## src/rtl/regfile_write_arbiter.sv

```systemverilog
// -----------------------------------------------------------------------------
// regfile_write_arbiter
// Arbitrates three write requesters onto the single write port of a
// 4-entry register file. Acceptance (req_ready) is combinational and one-hot.
// The accepted write is registered and presented on wr_* one cycle later.
//
// Build option:
//   REGFILE_ARB_ROUND_ROBIN_EN - when defined, priority rotates and starts
//   just after the most recently granted requester. When undefined, priority
//   is fixed (0 > 1 > 2) and no pointer state exists.
// -----------------------------------------------------------------------------
module regfile_write_arbiter #(
    parameter int DATA_WIDTH = 8,
    parameter int ADDR_WIDTH = 2
) (
    input  logic                          clk,
    input  logic                          reset,
    input  logic [2:0]                    req_valid,
    output logic [2:0]                    req_ready,
    input  logic [3*ADDR_WIDTH-1:0]       req_reg,
    input  logic [3*DATA_WIDTH-1:0]       req_data,
    input  logic                          hold,
    output logic                          wr_enable,
    output logic [ADDR_WIDTH-1:0]         wr_reg,
    output logic [DATA_WIDTH-1:0]         wr_data,
    output logic [2:0]                    grant,
    output logic [(1<<ADDR_WIDTH)-1:0]    pending_mask
);

    localparam int NUM_REQ = 3;

    logic       found;
    logic [1:0] sel_idx;

`ifdef REGFILE_ARB_ROUND_ROBIN_EN
    logic [1:0] rr_ptr;

    // Rotating-priority selection: search starts one past the last winner.
    always_comb begin : select_proc
        logic [1:0] cand;
        // NOTE: every combinational output gets a default first so no path
        // leaves it unassigned, which would otherwise infer a latch.
        req_ready = '0;
        sel_idx   = '0;
        found     = 1'b0;
        cand      = '0;
        if (!reset && !hold) begin
            for (int k = 1; k <= NUM_REQ; k++) begin
                cand = 2'((int'(rr_ptr) + k) % NUM_REQ);
                if (!found && req_valid[cand]) begin
                    found     = 1'b1;
                    sel_idx   = cand;
                    req_ready = 3'(1 << cand);
                end
            end
        end
    end

    // Pointer remembers the last granted requester; moves only on a transfer.
    always_ff @(posedge clk or posedge reset) begin
        if (reset) begin
            rr_ptr <= 2'd2;
        end else if (found) begin
            rr_ptr <= sel_idx;
        end
    end
`else
    // Fixed-priority selection: lowest requester index wins.
    always_comb begin
        req_ready = '0;
        sel_idx   = '0;
        found     = 1'b0;
        if (!reset && !hold) begin
            for (int i = 0; i < NUM_REQ; i++) begin
                if (!found && req_valid[i]) begin
                    found     = 1'b1;
                    sel_idx   = 2'(i);
                    req_ready = 3'(1 << i);
                end
            end
        end
    end
`endif

    // Output stage: capture the accepted write; index and data hold when idle.
    always_ff @(posedge clk or posedge reset) begin
        // NOTE: sequential state uses non-blocking assignments so every
        // register samples pre-edge values regardless of statement order.
        if (reset) begin
            wr_enable <= 1'b0;
            wr_reg    <= '0;
            wr_data   <= '0;
            grant     <= '0;
        end else if (found) begin
            wr_enable <= 1'b1;
            wr_reg    <= req_reg[sel_idx*ADDR_WIDTH +: ADDR_WIDTH];
            wr_data   <= req_data[sel_idx*DATA_WIDTH +: DATA_WIDTH];
            grant     <= req_ready;
        end else begin
            wr_enable <= 1'b0;
            grant     <= '0;
        end
    end

    // One-hot decode of the register being written this cycle.
    always_comb begin
        pending_mask = '0;
        if (wr_enable) begin
            pending_mask[wr_reg] = 1'b1;
        end
    end

endmodule
```

## config.mk

```make
export PLATFORM = sky130hd
export DESIGN_NAME = regfile_write_arbiter
export DESIGN_NICKNAME = d
export VERILOG_FILES = /design/src/rtl/regfile_write_arbiter.sv
export SDC_FILE = /design/constraint.sdc
export NUM_CORES = 1
export LEC_CHECK = 0
export CAP_MARGIN = 25
export CORE_MARGIN = 2
export CORE_UTILIZATION = 38
export CTS_BUF_LIST = sky130_fd_sc_hd__clkbuf_4 sky130_fd_sc_hd__clkbuf_8
export DETAILED_ROUTE_END_ITERATION = 8
export GPL_TIMING_DRIVEN = 0
export PLACE_DENSITY = 0.95
export SLEW_MARGIN = 15
export SYNTH_ARGS = -nofsm -noshare
export SYNTH_HDL_FRONTEND = slang
export SYNTH_SLANG_ARGS = --single-unit
```

## constraint.sdc

```tcl
create_clock -name clk -period 1.4 [get_ports clk]
set_input_delay 0.28 -clock clk [delete_from_list [all_inputs] [get_ports clk]]
set_output_delay 0.28 -clock clk [all_outputs]
set_load 0.01 [all_outputs]
```

==> deck_impl_summary.md, run 1 <==
Implementation Results

Run status
  – Status: finished, violations left
  – Failing checks: negative setup slack

Critical path
  – CP Launch Point: wr_reg[1]$_DFFE_PP0P_
  – Reg2reg end: wr_reg[0]$_DFFE_PP0P_
  – Worst setup EP type: primary output
  – Data arrival, critical path: 1210 ps
  – Crit path top cell by count: buf_6
  – Cells on worst reg2reg path: 3
  – Critical Setup Path Class: register to primary output
  – Buf/Inv on CP: 3
  – Reg2Reg Launch Point: wr_reg[0]$_DFFE_PP0P_
  – Slowest stage cell, crit path: dfrtp_1
  – Largest stage delay on the critical path: roughly 400 ps
  – Reg-to-reg setup timing slack: 520 ps
  – CP Data Required Time: roughly 1100 ps
  – Number of stages on the worst setup path: 4
  – Crit path capture: pending_mask[0]
  – Kind of cell adding the most delay to the critical path: flip-flops
  – Cell breakdown of the critical path: buf_6 > buf_6 > nor3b_4 > buf_2

Floorplanning
  – Chip area: around 2500 um2
  – FP Rows: 16
  – IO Pins: 57
  – Fp_density: roughly 40%
  – Die width: 49.6 um
  – Die Y-Extent: roughly 50 um

STA
  – Layout Skew: 0 ps
  – Final hold violations: 0
  – F_max: 670 MHz
  – Final setup margin: -92.4 ps
  – Setup TNS: -198 ps
  – Final Setup Violations: 3
  – Slew Limit Fails: 0
  – Final Critical Period: 1490 ps
  – Tcrit/Tclk final: 107%
  – Worst rel slew slack: 64.8%

Global routing
  – Met2 global-route usage: between 40% and 50%
  – Largest net degree at the start of global routing: 15
  – Tot GR Track Use: about a quarter
  – Vias in the first global route: approximately 900
  – Top Usage Layer GRT: met2
  – M3 GR Usage: 3.33%
  – Met1 GRT Util: 28.7%
  – Initial antenna violation count: 0

Synthesis
  – Unique cell types: 21
  – Syn_nets: 108
  – Yosys Warn Count: 0
  – Count of library flops with an enable pin: 0
  – Post-synth ARST share: 100%
  – Synthesized cell area: between 700 and 800 um2
  – Post-Syn Instances: slightly above 70
  – Top FF cell, synth: dfrtp_1
  – Yosys cell count: approximately 72
  – Seq share, synth: around 44%
  – Avg Inst Size Synth: between 10 and 15 um2
  – YS chip area: just under 800 um2
  – Post-synth regs: 14

Clock tree
  – CTS buffer count: 3
  – Clk_lat worst skew: about 280 ps
  – Sink Count: 14
  – Clk slew on worst S/H paths: 80 ps
  – H-tree depth: 1
  – CTS root buf: clkbuf_4

Placed design
  – Gpl congestion: 0.750
  – Final HPWL DP: roughly 1900 um
  – Dpl ws: -879 ps
  – Buffers on Ports: 56

Final layout
  – Layout cells sized above 1: just under 30%
  – Max reg flops: 8
  – Antenna cells: 0
  – Fill cell count: ~140

Routing
  – Pre-antenna DRT Iters: 4
  – Iteration-0 DRC count of the detailed router: 4
  – Residual DRC: 0

Pwr
  – Cell Pwr Density: between 700 and 800 nW/um2
  – Final total power: 0.00114 W
  – VDD IR max: about 520 uV
  – Leak Pwr: 0.695 nW

Run
  – Max-cap viol count: 0
run 1: cell usage in the layout (no fill, tap or decap), drive strengths merged:
master         Yosys  layout
dlygate4sd2        0      17
nor3b              1       1
clkdlybuf4s50      0      30
o31ai              1       1
o21ai             10      10
dfrtp             14      14
nor3               2       2
and3               5       5
and3b              2       2
nor2b              1       1
a21oi              1       1
inv                4       4
buf                5      23
o2bb2ai            9       9
nor2               4       4
a221oi             9       9
nand2              1       1
nand2b             1       1
clkbuf             1       5
a32oi              1       1
run 1: kinds of logic after synthesis:
logic type | after synthesis | synth area share (%)
buffers and inverters | 10 | 6.96
flip-flops | 14 | 44.3
AND-OR/OR-AND | 31 | 36.1
AND/OR/NAND/NOR | 17 | 12.7
run 1: worst min path at each step:
stage | end | slack [ps]
after global routing | grant[1]$_DFF_PP0_ | 270
after floorplan | grant[0]$_DFF_PP0_ | 170
after CTS | wr_data[4]$_DFFE_PP0P_ | 250
after detailed placement | wr_data[2]$_DFFE_PP0P_ | 480
after global placement | wr_data[3]$_DFFE_PP0P_ | 470
final | grant[1]$_DFF_PP0_ | 230
run 1: what timing repair did:
| action | 4_1_cts | 5_1_grt |
|---|---|---|
| resized | 59 | 6 |
| hold buffers | 0 | 0 |
| endpoints found under the setup margin | 21 | 5 |
| buffers inserted | 9 | 1 |
| endpoints found under the hold margin | 0 | 0 |
| pin swaps | 2 | 2 |
run 1: through the flow:
stage / hold WS (ps) / instance area, um2 / std cells
after floorplan: 169 / 791 / 72
after global placement: 474 / 1390 / 155
after detailed placement: 480 / 1390 / 155
after CTS: 254 / 1460 / 167
after global routing: 266 / 1460 / 168
final: 232 / 1460 / 168
run 1: cells in the mapped netlist (2+ instances only):
cell | count | share of area (%)
buf_2 | 2 | 1.3
dfrtp_1 | 14 | 44
inv_1 | 4 | 1.9
nor3_1 | 2 | 1.3
a221oi_2 | 9 | 17
nor2_1 | 3 | 1.4
o21ai_0 | 10 | 6.3
o2bb2ai_1 | 9 | 10
buf_4 | 2 | 1.9
and3b_1 | 2 | 2.2
and3_1 | 5 | 4.0
run 1: metal layers:
layer | part of all wire (%) | wire length [um] | up-vias
met5 | 0 | 0 | -
met4 | 0.81 | 22 | 0
met3 | 4.9 | 132 | 5
met2 | 50 | 1350 | 36
met1 | 45 | 1210 | 405
li1 | - | - | 421
run 1: final cells by class:
cell class / count / area (um2) / area share, %
Multi-Input combinational cell: 48 / 399 / 27.4
Sequential cell: 14 / 350 / 24.0
Clock buffer: 3 / 22.5 / 1.55
Inverter: 4 / 15.0 / 1.03
Tap cell: 27 / 33.8 / 2.32
Timing Repair Buffer: 66 / 577 / 39.6
Buffer: 6 / 60.1 / 4.12
run 1: power breakdown:
part | internal (W) | switching (W) | total, W
clock network | 0.0000999 | 0.000127 | 0.000227
logic | 0.000255 | 0.000180 | 0.000435
registers | 0.000453 | 0.0000283 | 0.000482
### Cell sizes after repair, run 1

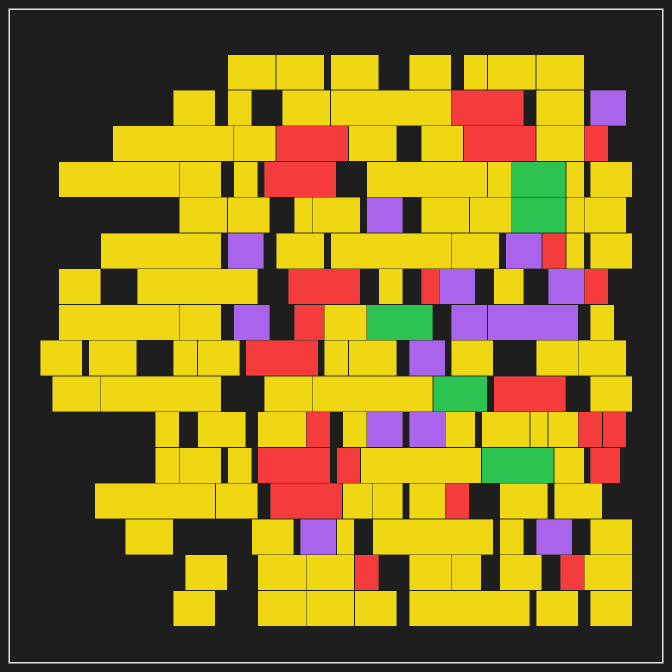
- yellow: drive 1 or less (cells 100)
- purple: drive 3 to 4 (cells 14)
- red: drive 2 (cells 22)
- green: drive 6 and up (cells 5)
area growth from synthesis to layout: 84.3%
final instance area: 1460 um2
Non-clock buffers: 72
final setup margin: -92.4 ps

### Signal metal coverage by tile, run 1

The die is cut into 10 by 10 equal tiles; dark blue is low, red is high, scaled to the fullest tile. Values are wire area over tile area, all layers added.
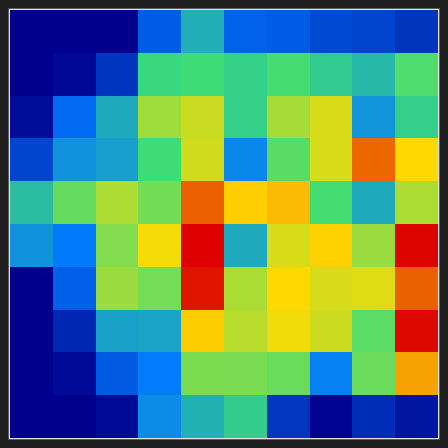
- fullest tile: 0.40
- nearly empty tiles: 12%
- emptiest ninth of the die: lower left
final WL: 2720 um
via count: 867
drt wl/cell: 16.2 um

### Register map, names as in the netlist, run 1

Bar = 10 um.
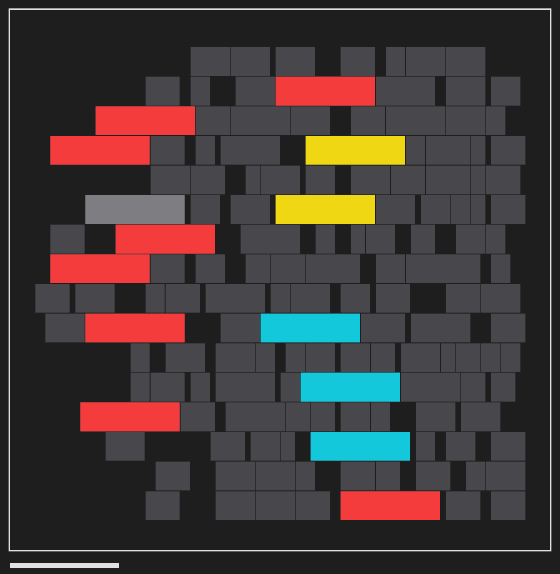
- cyan: `grant` (placed flops 3)
- yellow: `wr_reg` (placed flops 2)
- red: `wr_data` (placed flops 8)
final core occ: 74.3%
register area: 350 um2
flop share of the area: 24.0%
seq pwr: 0.000482 W

==> run 1 -> run 2 <==
--- a/config.mk
+++ b/config.mk
@@ -6,12 +6,13 @@
 export NUM_CORES = 1
 export LEC_CHECK = 0
 export CAP_MARGIN = 25
-export CORE_MARGIN = 2
+export CORE_MARGIN = 5
 export CORE_UTILIZATION = 38
 export CTS_BUF_LIST = sky130_fd_sc_hd__clkbuf_4 sky130_fd_sc_hd__clkbuf_8
 export DETAILED_ROUTE_END_ITERATION = 8
 export GPL_TIMING_DRIVEN = 0
 export PLACE_DENSITY = 0.95
+export SKIP_LAST_GASP = 1
 export SLEW_MARGIN = 15
 export SYNTH_ARGS = -nofsm -noshare
 export SYNTH_HDL_FRONTEND = slang
==> deck_impl_summary.md, run 2 <==
Implementation Results

Run status
  – Status: finished, violations left
  – Failing checks: negative setup slack

Final layout
  – Antenna cells: 0 (unchanged)
  – Layout Nets: around 180
  – Max reg flops: 8 (unchanged)
  – Top cells excl fill/tap: 30 x clkdlybuf4s50_1, 17 x dlygate4sd2_1, 13 x dfrtp_1
  – Commonest Layout Cell: clkdlybuf4s50_1
  – Layout cells sized above 1: 29.0% (-0.093 points)
  – Fill cell count: 136 (-2.9%)
  – Area growth from synthesis to layout: 81.6%

Pwr
  – Cell Pwr Density: 780 nW/um2 (-0.61%)
  – Leak Pwr: 0.674 nW (-3.0%)
  – VDD IR max: 577 uV (+11%)
  – Final total power: 0.00112 W (-2.1%)

Clock tree
  – Clk slew on worst S/H paths: 80 ps (about the same)
  – H-tree depth: 1 (unchanged)
  – CTS Buffer Depth: 2
  – Clk_lat worst skew: 270 ps (about the same)
  – CTS Hold Buffers Added: 0 (unchanged)
  – CTS buffer count: 3 (unchanged)
  – Sink Count: 14 (unchanged)
  – CTS tree: built
  – CTS root buf: clkbuf_4

Routing
  – Via count: 860 (-0.81%)
  – Final ANT Viol Nets: 0
  – Final WL: 2820 um (+3.7%)
  – Iteration-0 DRC count of the detailed router: 23 (+19)
  – Pre-antenna DRT Iters: 4 (unchanged)
  – Residual DRC: 0 (unchanged)
  – Drt wl/cell: 17.1 um (+5.6%)
  – Vias per inst: between 5 and 6

Synthesis
  – Top cell type by total area after synthesis: dfrtp_1
  – Unique cell types: 21 (unchanged)
  – List of most frequent post-synthesis cells: 14 x dfrtp_1, 10 x o21ai_0, 9 x a221oi_2, 9 x o2bb2ai_1, 5 x and3_1
  – YS chip area: 791 um2 (unchanged)
  – Count of library flops with an enable pin: 0 (unchanged)
  – Top cells, area: dfrtp_1 44%, a221oi_2 17%, o2bb2ai_1 10%
  – Post-synth ARST share: 100% (unchanged)
  – Yosys top cell by instances: dfrtp_1
  – Post-synth top area share: 44.3% (unchanged)
  – Seq share, synth: 44.3% (unchanged)
  – Yosys Warn Count: 0 (unchanged)
  – Yosys cell count: 72 (unchanged)
  – Post-Syn Instances: 72 (unchanged)
  – Top FF cell, synth: dfrtp_1
  – Avg Inst Size Synth: 11.0 um2 (unchanged)
  – Syn_nets: 108 (unchanged)
  – Post-synth regs: 14 (unchanged)
  – Synthesized cell area: 791 um2 (unchanged)

STA
  – Worst-Margin Slew: ~530 ps
  – Hold WS: 278 ps (+45.7 ps)
  – Final Critical Period: 1420 ps (-76.5 ps)
  – Final setup margin: -15.9 ps (+76.5 ps)
  – Layout Skew: 0 ps (unchanged)
  – F_max: 706 MHz (+5.4%)
  – RSZ-0062 raised after global routing: true
  – Slew Limit Fails: 0 (unchanged)
  – Tcrit/Tclk final: 101% (-5.5 points)
  – Final Setup Violations: 4 (+1)
  – Worst rel slew slack: 64.6% (-0.20 points)
  – Final hold violations: 0 (unchanged)

Critical path
  – CP Data Required Time: 1120 ps (about the same)
  – Crit start category: register
  – Data arrival, critical path: 1140 ps (-70 ps)
  – Critical Setup Path Class: register to primary output
  – Worst setup EP type: primary output
  – Critical path peak fanout: 5

Floorplanning
  – Chip area: 3090 um2 (+26%)
  – FP Rows: 16 (unchanged)
  – Core Box Area: 1980 um2
  – Die Y-Extent: 55.6 um (+12%)
  – Fp_density: 39.9% (-0.41 points)
  – Die width: 55.6 um (+12%)
  – IO Pins: 57 (unchanged)

Min path
  – Hold crit path type: input pin to asynchronous set/reset pin

Global routing
  – Tot GR Track Use: 18.0% (-5.9 points)
  – Wire length of the first global-routing pass: roughly 4500 um
  – Initial antenna violation count: 0 (unchanged)
  – Total grt overflow: 0
  – Vias in the first global route: 892 (-3.6%)
  – Largest net degree at the start of global routing: 15 (unchanged)

Run
  – Tally of OpenROAD warnings: 28
  – Max-cap viol count: 0 (unchanged)

Placed design
  – Buffers on Ports: 56 (unchanged)
  – Gpl congestion: 0.773 (+3.1%)
  – Post-Place Cell Area: 1390 um2 (unchanged)
  – Final HPWL DP: 1930 um (+1.9%)
-- run 2: cell counts after synthesis --
No cell type changed its count.
-- run 2: layout make-up --
| class | instances | area (um2) | share of cell area (%) |
|---|---|---|---|
| Inverter | 4 | 15.0 | 1.05 |
| Buffer | 6 | 50.0 | 3.48 |
| Sequential cell | 14 | 352 | 24.5 |
| Tap cell | 27 | 33.8 | 2.35 |
| Clock buffer | 3 | 22.5 | 1.57 |
| Multi-Input combinational cell | 48 | 403 | 28.0 |
| Timing Repair Buffer | 63 | 561 | 39.0 |
-- run 2: kinds of logic after synthesis --
group | after synthesis | synth area share [%]
flip-flops | 14 | 44.3
AND-OR/OR-AND | 31 | 36.1
AND/OR/NAND/NOR | 17 | 12.7
buffers and inverters | 10 | 6.96
-- run 2: metrics by stage --
| stage | setup TNS (ps) | std cells | setup slack [ps] |
|---|---|---|---|
| floorplan | 0 | 72 | 317 |
| global placement | -4160 | 155 | -818 |
| detailed placement | -4620 | 155 | -832 |
| CTS | -328 | 165 | -109 |
| global route | -212 | 165 | -53.9 |
| finish | -55.7 | 165 | -15.9 |
-- run 2: worst paths after layout --
| kind | from | to | slack (ps) | cells after the start |
|---|---|---|---|---|
| min in group clk | req_valid[0] | wr_reg[0]$_DFFE_PP0P_ | 410 | 3 |
| max in group asynchronous | reset | wr_reg[1]$_DFFE_PP0P_ | 740 | 2 |
| hold / removal | reset | wr_data[4]$_DFFE_PP0P_ | 280 | 2 |
| setup / recovery | wr_reg[1]$_DFFE_PP0P_ | pending_mask[0] | -20 | 3 |
| setup reg to reg | wr_reg[1]$_DFFE_PP0P_ | wr_reg[1]$_DFFE_PP0P_ | 580 | 2 |
| hold reg to reg | wr_data[6]$_DFFE_PP0P_ | wr_data[6]$_DFFE_PP0P_ | 490 | 1 |
-- run 2: repair_timing --
item / 4_1_cts / 5_1_grt
setup buffers: 7 / 1
resized: 53 / 9
pin swaps: 1 / 0
endpoints found under the setup margin: 21 / 9
-- run 2: critical path, stage by stage, from the launching register on --
cell	delay, ps
dfrtp_2	450
buf_6	130
nor3b_2	130
buf_2	150
-- run 2: per-layer routing --
layer  wire length, um  track usage (%)  vias to the layer above
li1                  -                -                      412
met1              1150             21.6                      404
met2              1430             31.1                       42
met3               228             5.10                        2
met4                14             5.21                        0
met5                 0                0                        -
-- run 2: where the power goes --
| group | switching, W | internal (W) |
|---|---|---|
| Clock | 0.000123 | 0.0000996 |
| Combinational | 0.000174 | 0.000237 |
| Sequential | 0.0000332 | 0.000454 |
| Total | 0.000330 | 0.000790 |
### Cell sizes after repair, run 2

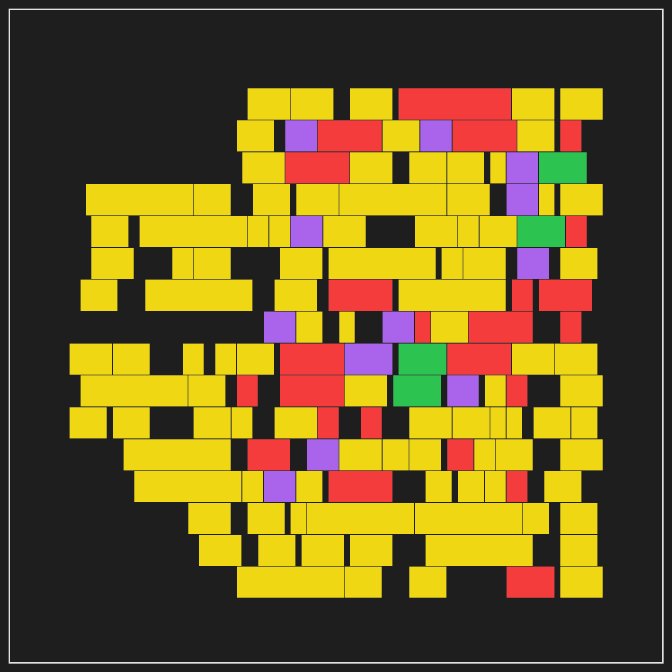
- red: drive 2 (cells 24)
- yellow: drive 1 or less (cells 98)
- purple: drive 3 to 4 (cells 12)
- green: drive 6 and up (cells 4)
final instance area: 1440 um2
final setup margin: -15.9 ps
Non-clock buffers: 69

### Register map, names as in the netlist, run 2

Bar = 20 um.
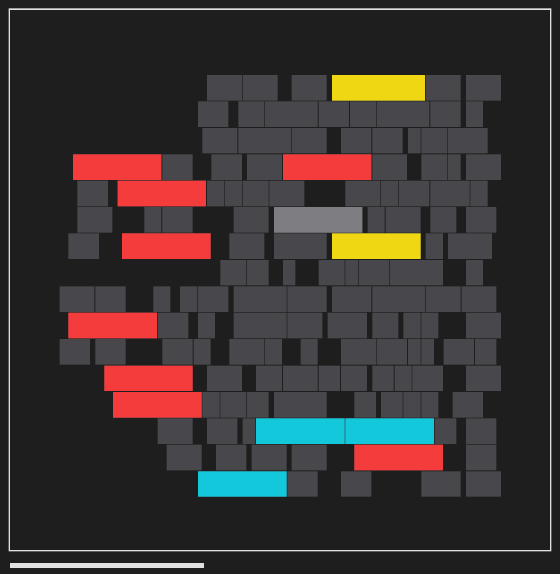
- yellow: `wr_reg` (placed flops 2)
- red: `wr_data` (placed flops 8)
- cyan: `grant` (placed flops 3)
- not colored: 1
register area: 352 um2
seq pwr: 0.000488 W
final core occ: 72.5%

==> run 2 -> run 3 <==
--- a/config.mk
+++ b/config.mk
@@ -6,11 +6,14 @@
 export NUM_CORES = 1
 export LEC_CHECK = 0
 export CAP_MARGIN = 25
+export CORE_ASPECT_RATIO = 1.1
 export CORE_MARGIN = 5
 export CORE_UTILIZATION = 38
 export CTS_BUF_LIST = sky130_fd_sc_hd__clkbuf_4 sky130_fd_sc_hd__clkbuf_8
+export CTS_CLUSTER_DIAMETER = 80
 export DETAILED_ROUTE_END_ITERATION = 8
 export GPL_TIMING_DRIVEN = 0
+export MAX_ROUTING_LAYER = met4
 export PLACE_DENSITY = 0.95
 export SKIP_LAST_GASP = 1
 export SLEW_MARGIN = 15
==> deck_impl_summary.md, run 3 <==
Implementation Results

Run status
  – Status: finished, violations left
  – Failing checks: negative setup slack

Critical path
  – Worst setup EP type: primary output
  – Slowest stage cell, crit path: dfrtp_1
  – Crit start category: register
  – Kind of cell adding the most delay to the critical path: flip-flops
  – Critical Setup Path Class: register to primary output
  – Cell breakdown of the critical path: buf_4 > nor3b_2 > buf_2
  – Data arrival, critical path: 1150 ps (about the same)
  – Buf/Inv on CP: 2 (unchanged)

Synthesis
  – YS chip area: 791 um2 (unchanged)
  – Post-Syn Instances: 72 (unchanged)
  – Yosys Warn Count: 0 (unchanged)
  – Post-synth ARST share: 100% (unchanged)
  – Yosys top cell by instances: dfrtp_1
  – Count of library flops with an enable pin: 0 (unchanged)
  – Top cells, area: dfrtp_1 44%, a221oi_2 17%, o2bb2ai_1 10%
  – Seq share, synth: 44.3% (unchanged)
  – Avg Inst Size Synth: 11.0 um2 (unchanged)
  – Top FF cell, synth: dfrtp_1
  – Syn_nets: 108 (unchanged)
  – Post-synth regs: 14 (unchanged)
  – Top cell type by total area after synthesis: dfrtp_1

STA
  – F_max: 698 MHz (-1.2%)
  – Layout Skew: 0 ps (unchanged)
  – Slew Limit Fails: 0 (unchanged)
  – Tcrit/Tclk final: 102% (+1.2 points)
  – Final Setup Violations: 1 (-3)
  – Final Critical Period: 1430 ps (+17.3 ps)
  – Final setup margin: -33.2 ps (-17.3 ps)
  – Worst-Margin Slew: 521 ps (-10.4 ps)
  – Worst rel slew slack: 65.3% (+0.69 points)

Run
  – Tally of OpenROAD warnings: 28 (unchanged)
  – Max-cap viol count: 0 (unchanged)

Floorplanning
  – Chip area: 3090 um2 (about the same)
  – FP Rows: 17 (+1)
  – Core Box Area: 2000 um2 (+0.88%)

Clock tree
  – CTS root buf: clkbuf_4
  – CTS buffer count: 3 (unchanged)
  – Clk_lat worst skew: 280 ps (about the same)
  – H-tree depth: 1 (unchanged)
  – CTS Buffer Depth: 2 (unchanged)
  – CTS tree: built

Routing
  – Vias per inst: 5.25 (+0.73%)
  – Residual DRC: 0 (unchanged)
  – Final ANT Viol Nets: 0 (unchanged)
  – Iteration-0 DRC count of the detailed router: 13 (-43%)

Global routing
  – Initial antenna violation count: 0 (unchanged)
  – Total grt overflow: 0 (unchanged)
  – Vias in the first global route: 936 (+4.9%)

Final layout
  – Max reg flops: 8 (unchanged)
  – Final instance area: 1420 um2 (-0.96%)
  – Fill cell count: 161 (+18%)
  – Layout cells sized above 1: 27.2% (-1.8 points)
  – Commonest Layout Cell: clkdlybuf4s50_1
  – Area growth from synthesis to layout: 79.9%
  – Antenna cells: 0 (unchanged)

Pwr
  – Leak Pwr: 0.664 nW (-1.4%)

Placed design
  – Final HPWL DP: 2170 um (+13%)
  – Buffers on Ports: 56 (unchanged)
  – Dpl ws: -851 ps (-19.0 ps)
## run 3: netlist changes by cell type in the layout (fill, tap and decap cells not counted), sizes merged
| cell | before | now |
|---|---|---|
| buf | 17 | 16 |
| clkdlybuf4s15 | 1 | 2 |
| dlygate4sd2 | 17 | 16 |
| clkbuf | 7 | 6 |
## run 3: area by class of cell
class	instances	area, um2	share of cell area (%)
Buffer	6	50.0	3.52
Clock buffer	3	22.5	1.58
Inverter	4	15.0	1.06
Multi-Input combinational cell	48	403	28.3
Sequential cell	14	350	24.6
Tap cell	28	35.0	2.46
Timing Repair Buffer	61	547	38.4
## run 3: path summary, 6_finish.rpt
kind	startpoint	to	slack [ps]	cells past startpoint
max in group asynchronous	reset	wr_reg[1]$_DFFE_PP0P_	810	2
setup / recovery	wr_reg[0]$_DFFE_PP0P_	pending_mask[0]	-30	3
hold / removal	reset	wr_data[1]$_DFFE_PP0P_	250	2
setup reg to reg	wr_reg[0]$_DFFE_PP0P_	wr_reg[0]$_DFFE_PP0P_	530	3
hold reg to reg	wr_data[7]$_DFFE_PP0P_	wr_data[7]$_DFFE_PP0P_	500	1
min in group clk	hold	grant[0]$_DFF_PP0_	390	2
## run 3: cell families after synthesis
family | synth area share, %
flops | 44.3
compound gates | 36.1
buf+inv | 6.96
simple gates | 12.7
## run 3: power breakdown
group,total (W),switching (W),internal [W]
clock network,0.000228,0.000128,0.000100
registers,0.000484,0.0000302,0.000453
logic,0.000408,0.000174,0.000234
total,0.00112,0.000332,0.000787
## run 3: worst register-to-register path: cells and delay by family, from the launching register on
family,cells,cell delay [ps]
flops,1,400
buf+inv,2,250
compound gates,1,110
## run 3: repair_timing
action | in CTS | in global routing
gates resized | 53 | 9
buffers inserted | 5 | 0
cloned | 0 | 0
hold endpoints to repair | 0 | 0
endpoints found under the setup margin | 21 | 8
pin swaps | 1 | 0
## run 3: metal layers
layer  up-vias  global-route usage [%]  share of wire, %
li1        412                       -                 -
met1       409                    21.0                35
met2        33                    37.3                57
met3         7                    4.11               5.9
met4         0                    8.39               1.7
met5         -                       -                 0
## run 3: metrics by stage
step	std cells	TNS (ps)	utilization, %	hold slack [ps]
floorplan	72	0	-	169
global placement	156	-4330	69.3	474
detailed placement	156	-4980	69.3	479
CTS	164	-107	71.0	261
global route	164	-218	71.2	288
finish	164	-33.2	71.2	249
### Register map, names as in the netlist, run 3

Bar = 20 um.
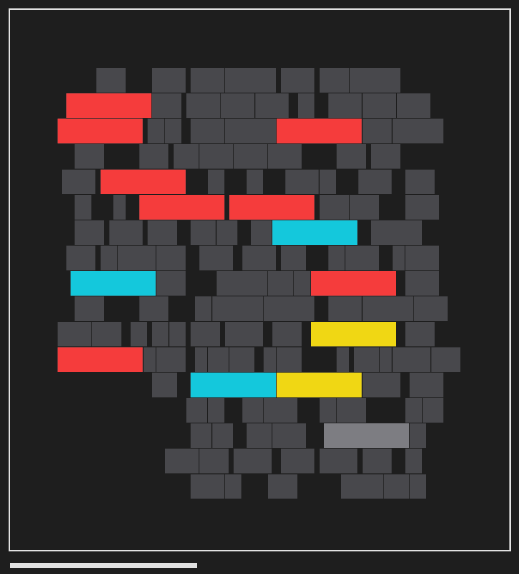
- yellow: `wr_reg` (placed flops 2)
- cyan: `grant` (placed flops 3)
- red: `wr_data` (placed flops 8)
- not colored: 1
seq pwr: 0.000484 W
register area: 350 um2
flop share of the area: 24.6%

### Signal metal coverage by tile, run 3

The die is cut into 11 by 12 equal tiles; dark blue is low, red is high, scaled to the fullest tile. Values are wire area over tile area, all layers added.
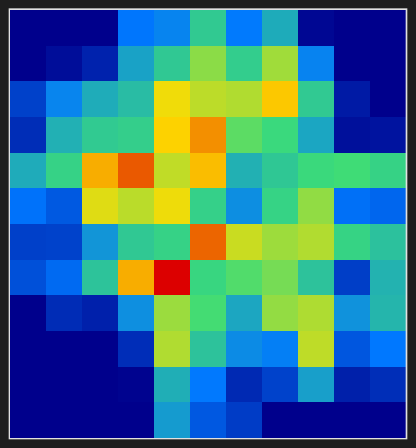
- densest ninth of the die: center
- fullest tile: 0.43
- tiles over half the peak: 24%
- emptiest ninth of the die: lower left
- mean over tiles: 0.14
- nearly empty tiles: 20%
final WL: 2810 um
Tot GR Track Use: 20.6%
via count: 861
drt wl/cell: 17.1 um


==> gallery <==
Cell placement.
panel A
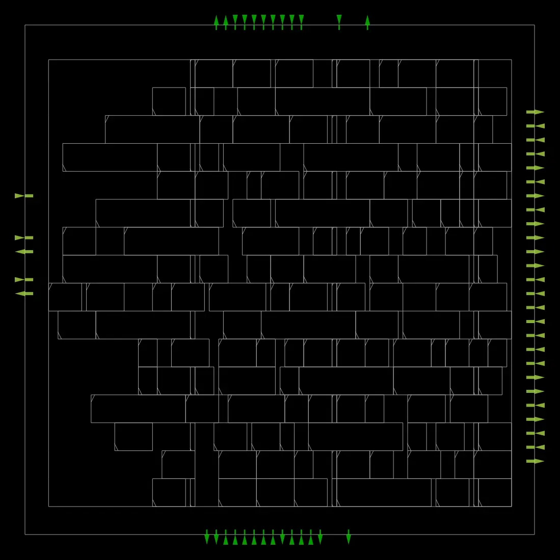
panel B
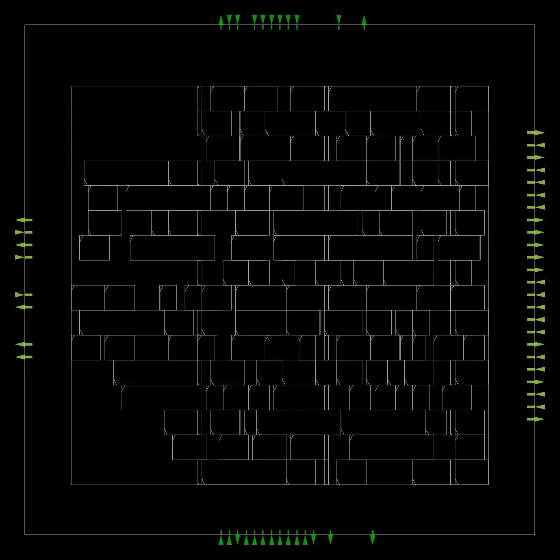
panel C
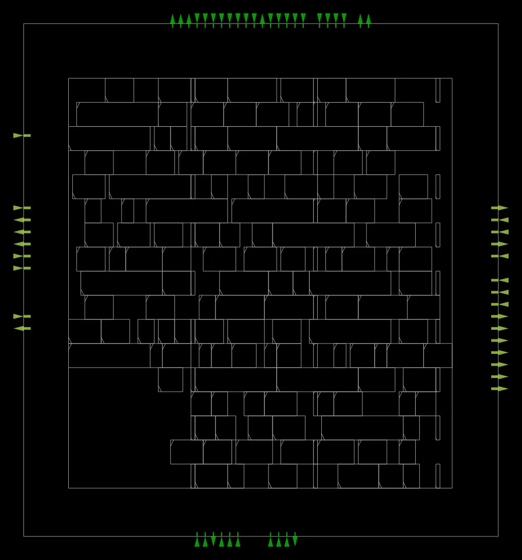
| from | picture |
|---|---|
| run 1 | panel A |
| run 2 | panel B |
| run 3 | panel C |

Power figures rest on the tool's default switching activity, not on a simulated workload.
